`config.mk`:
```
export PLATFORM = sky130hd
export DESIGN_NAME = gpio_input_conditioner
export DESIGN_NICKNAME = d
export VERILOG_FILES = /design/src/rtl/gpio_input_conditioner.sv
export SDC_FILE = /design/constraint.sdc
export NUM_CORES = 1
export LEC_CHECK = 0
export CAP_MARGIN = 15
export CORE_MARGIN = 2
export CORE_UTILIZATION = 35
export CTS_CLUSTER_SIZE = 16
export DETAILED_ROUTE_END_ITERATION = 7
export HOLD_SLACK_MARGIN = 0.06
export SETUP_SLACK_MARGIN = 0.1
export SLEW_MARGIN = 20
export SYNTH_ARGS = -nofsm -noshare
export SYNTH_HDL_FRONTEND = slang
export SYNTH_SLANG_ARGS = --single-unit
export TNS_END_PERCENT = 100
```
`constraint.sdc`:
```
create_clock -name CLK -period 4.1 [get_ports CLK]
set_input_delay 0.41 -clock CLK [delete_from_list [all_inputs] [get_ports CLK]]
set_output_delay 0.41 -clock CLK [all_outputs]
set_load 0.05 [all_outputs]
```
`src/rtl/gpio_input_conditioner.sv`:
```
// rtl/gpio_input_conditioner.sv - per-pin synchronizer, debounce counter and edge pulse generator
module gpio_input_conditioner #(
    parameter int NUM_PINS = 8,
    parameter int DB_WIDTH = 8
) (
    input  logic                CLK,
    input  logic                nRST,
    input  logic [NUM_PINS-1:0] pin_in,
    input  logic [DB_WIDTH-1:0] db_limit,
    output logic [NUM_PINS-1:0] r_data,
    output logic [NUM_PINS-1:0] rise,
    output logic [NUM_PINS-1:0] fall
);

    logic [NUM_PINS-1:0]               s1;
    logic [NUM_PINS-1:0]               s2;
    logic [NUM_PINS-1:0]               q;
    logic [NUM_PINS-1:0]               q_next;
    logic [NUM_PINS-1:0][DB_WIDTH-1:0] cnt;
    logic [NUM_PINS-1:0][DB_WIDTH-1:0] cnt_next;
    logic [DB_WIDTH:0]                 limit_ext;
    logic                              short_window;

    assign limit_ext    = {1'b0, db_limit};
    assign short_window = (db_limit <= DB_WIDTH'(1));

    // Compare against the extended limit so cnt+1 cannot wrap even after db_limit is lowered.
    always_comb begin
        q_next   = q;
        cnt_next = cnt;
        for (int i = 0; i < NUM_PINS; i++) begin
            if (s2[i] == q[i]) begin
                cnt_next[i] = '0;
            end else if (short_window ||
                         (({1'b0, cnt[i]} + (DB_WIDTH+1)'(1)) >= limit_ext)) begin
                q_next[i]   = s2[i];
                cnt_next[i] = '0;
            end else begin
                cnt_next[i] = cnt[i] + DB_WIDTH'(1);
            end
        end
    end

    always_ff @(posedge CLK or negedge nRST) begin
        if (!nRST) begin
            s1   <= '0;
            s2   <= '0;
            q    <= '0;
            cnt  <= '0;
            rise <= '0;
            fall <= '0;
        end else begin
            s1   <= pin_in;
            s2   <= s1;
            q    <= q_next;
            cnt  <= cnt_next;
            rise <= q_next & ~q;
            fall <= ~q_next & q;
        end
    end

    assign r_data = q;

endmodule
```
detail.png
Region (85, 85) to (110, 110) um. Cells in gray, sequential cells in the stronger gray; small squares are vias.
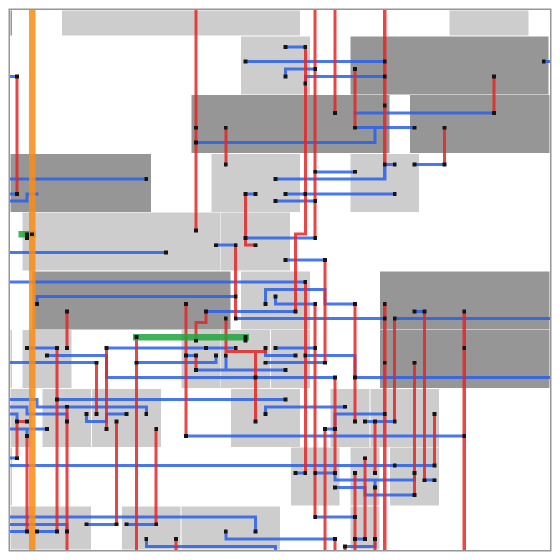
[metal 1] blue
[metal 3] green
[metal 2] red
[metal 4] orange
sequential cells in the window: 7
cells with their middle in the window: 30
netlist names of flops here include: `cnt` (4)
most frequent: dfrtp_1 (7), nor2b_1 (4)

logic_types.png
Scale: 2 px per um.
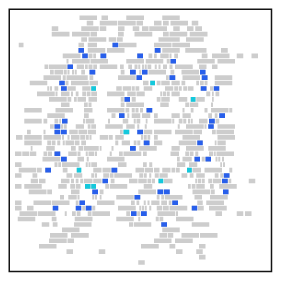
[xor and xnor cells] blue | cells: 56
[non-inverting ao/oa cells] cyan | cells: 9

congestion.png
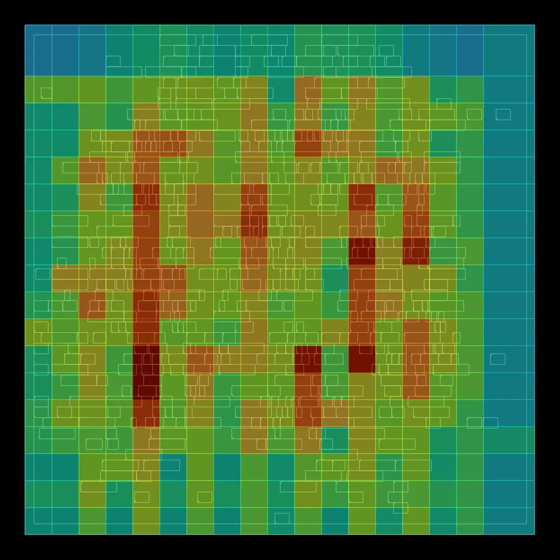
most used routing layer: met2
routed length per placed instance: 14.5 um
met2 Use GR: 24.6%

layer_met1.png
Scale: 2 px per um.
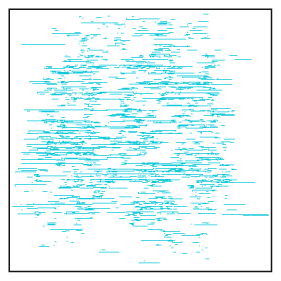
share of all routed wire: 46%
longest straight run: 39.6 um

==> flow_metrics.env <==
# yosys + openroad results
export IMPL_top_cell="dfrtp_1"
export IMPL_synthesis_area_um2=5590
export IMPL_met3_usage_pct=2.62
export IMPL_cts_buffers=9
export IMPL_tightest_slew_ns=0.934
export IMPL_finalHoldViolCount=0
export IMPL_crit_chain="ha_1, nand2_1, nor2_1, xor2_1, ha_1, a21oi_1, nor2b_1, a2111oi_0, nand4_1, and2b_2"
export IMPL_clock_buffers=12
export IMPL_ant_nets=0
export IMPL_switching_power_mw=1.09
export IMPL_yosys_area_um2=5590
export IMPL_final_nets=649
export IMPL_cts_tree="yes"
export IMPL_wl_met3_um=428
export IMPL_final_core_util_pct=42.1
export IMPL_aoi_share_pct=5.55
export IMPL_grt_setup_unrepaired="false"
export IMPL_required_ns=4.40
export IMPL_p_clk_share_pct=31.4
export IMPL_crit_path_max_incr_delay_ns=0.72
export IMPL_ir_drop_v=0.000206
export IMPL_ys_seq_share_pct=46.6
export IMPL_clk_power_mw=1.02
export IMPL_common_cells="dfrtp_1 (104), ha_1 (72), nor2b_1 (49), nand3_1 (40), xor2_1 (33)"
export IMPL_total_power_mw=3.26
export IMPL_yosysWarnings=0
export IMPL_ys_seq_elements=104
export IMPL_async_flop_share_pct=100
export IMPL_yosysTopAreaCell="dfrtp_1"
export IMPL_drt_initial_drc_count=169
export IMPL_dominant_cells="combinational gates"
export IMPL_area_delta_synth_final_pct=18.8
export IMPL_clkLatencyLatePin_ns=0.36
export IMPL_flops=104
export IMPL_area_leaders="dfrtp_1 (47%), ha_1 (16%), nor2b_1 (5.5%)"
export IMPL_htree_levels=3
export IMPL_antenna_found_initial=0
export IMPL_crit_fanout=8
export IMPL_critPathTopFamily="simple AND/OR/NAND/NOR gates"
export IMPL_clockBufferDepth=2
export IMPL_cts_reportedPaths_clkPinSlew_ns=0.07
export IMPL_cts_sinks=104
export IMPL_cts_root_buf="clkbuf_16"
export IMPL_status="finished, final reports clean"
export IMPL_cp_arrival_ns=3.40
export IMPL_syn_avg_cell_area_um2=11.1
export IMPL_logic_area_um2=2920
export IMPL_crit_type="reg2reg"
export IMPL_post_cts_resized=0
